Design aes_round_key_store, sky130hd; sources not shown.
### Met3 routing

The bar under the picture is 100 um long.
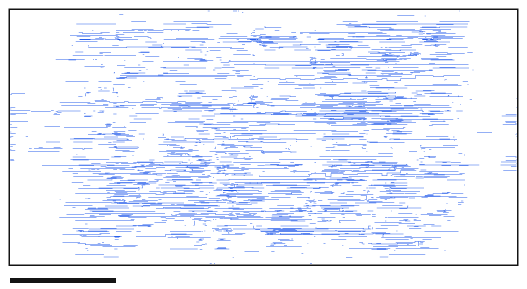
longest straight run = 161 um
share of all routed wire = 12%
main direction = horizontal
wire length on this layer = 22.8 mm
met3 routing resource usage after global routing: 0.0783
post-detailed-routing wire length: 187000 um
routed via count: 51300

### Clock distribution

The bar under the picture is 100 um long.
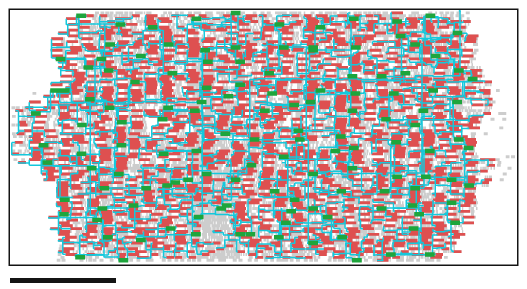
flip-flops -> red  # count 1550
clock drivers -> green  # count 135
clock wires -> cyan  # length 16900 um
flops lie = spread over the die
routed clock nets = 136
worst setup skew after layout: 18.2 ps
clock network fraction of total power: 0.413
Worst-Skew Late Latency: 760 ps
Clock net power: 3800 uW

### Zoomed window

Window x 220 to 260, y 52 to 92 um. Cells in gray, sequential cells in the stronger gray; small squares are vias.
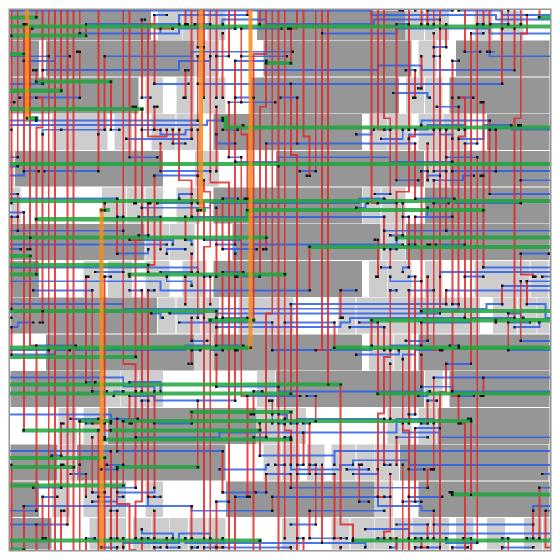
metal 1 -> blue
metal 4 -> orange
metal 2 -> red
metal 3 -> green
cells with their middle in the window = 125
most frequent = nand3_1 (33), edfxtp_1 (31), inv_1 (28)
sequential cells in the window = 31

### Signal wires by layer

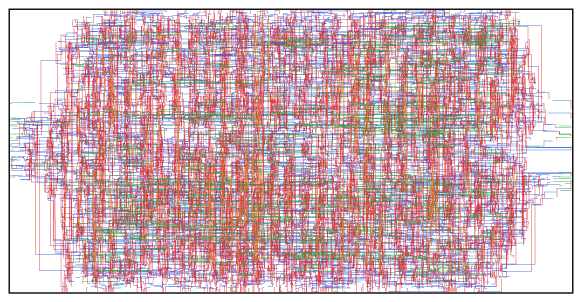
metal 4 -> orange  # wire length 7720 um
metal 3 -> green  # wire length 22.8 mm
metal 2 -> red  # wire length 86.3 mm
metal 5 -> purple  # wire length 75.4 um
metal 1 -> blue  # wire length 70.2 mm
average wire length per cell after detail routing: 20.5 um
global router's overall resource usage: 0.323

### Cell outlines without signal wires

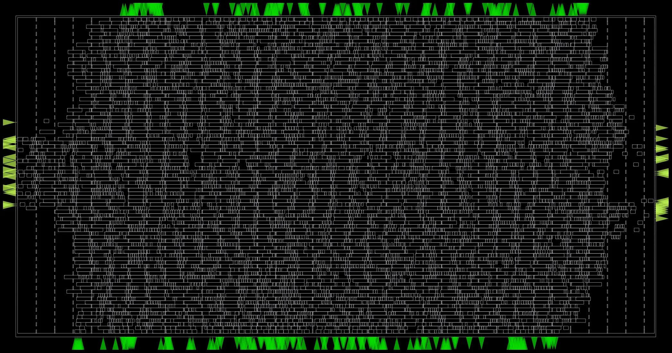
tap cells: 1513
share of the core filled with cells: 0.696
core footprint: 113000 um^2
fillers: 7745
Row Count: 87

==> notes.md <==
Numbers from the implementation run.

Entering global routing, the biggest net connects 67 pins. The routed via count divided by cell count is ~5.6. The share of synthesized cell area in and-or and or-and compound cells is 0.00150.

CTS placed an instance of clkbuf_16 at the clock tree root. The area-dominant cell class after layout is flip-flops and latches. According to the timing report, the arrival time at the worst endpoint equals between 5000 and 6000 ps.

Across all stage logs, warnings added up to 28. The sequential power is 5240 uW. The main combinational cell family by area after synthesis is simple AND/OR/NAND/NOR gates. Per the final report, max-transition violations number 0.

Adding up every negative setup slack in the final design gives 0 ps. Relative to the synthesized area, the layout overhead comes to 14.9%. Of the available clock period, the critical path in the final layout requires 0.349. The fraction of layout cells with a size suffix above 1 is 0.0742. Grouping stages by cell kind, the critical path spends the most delay in simple AND/OR/NAND/NOR gates. The final antenna diode tally reported by the flow is 16.

The sequential standard cell area is around 45000 um^2. The part of the total power dissipated in combinational logic is 0.019. The count of placed standard cells including taps is about 8800.

After the flow finishes, the layout carries non-filler instances totaling between 9000 and 10000. The number of antenna violations at the first check in global routing is 17. The most critical hold endpoint after final layout shows a slack of 458 ps.

The area fraction in and, or, nand and nor cells after synthesis is 0.236. Of all flip-flops after synthesis, the portion carrying an async set or reset was 0. The layout buffer count excluding clock buffers is ~760. The number of synthesized flops with an enable pin is between 1000 and 1500. Per the CTS log, the buffer count on the longest clock path is 3.

The final worst slack is 8790 ps. The run finished with clean final reports. Multi-input logic gates represent a cell area share of 0.209.

The critical path goes through clkdlybuf4s50_1 -> nand2_1 -> inv_1 -> o21ai_0 -> nand2_1 -> nor2_1 -> nand2_1 -> nand3_1 -> nand3_1 -> nor3_2 -> buf_6 -> buf_6 -> buf_6 -> buf_6 -> buf_6. At the placement stage, the worst setup path has a slack of roughly 8400 ps. The number of signal-net inverters in the final layout is about 1300.
Power is estimated from default activity; no workload was simulated.
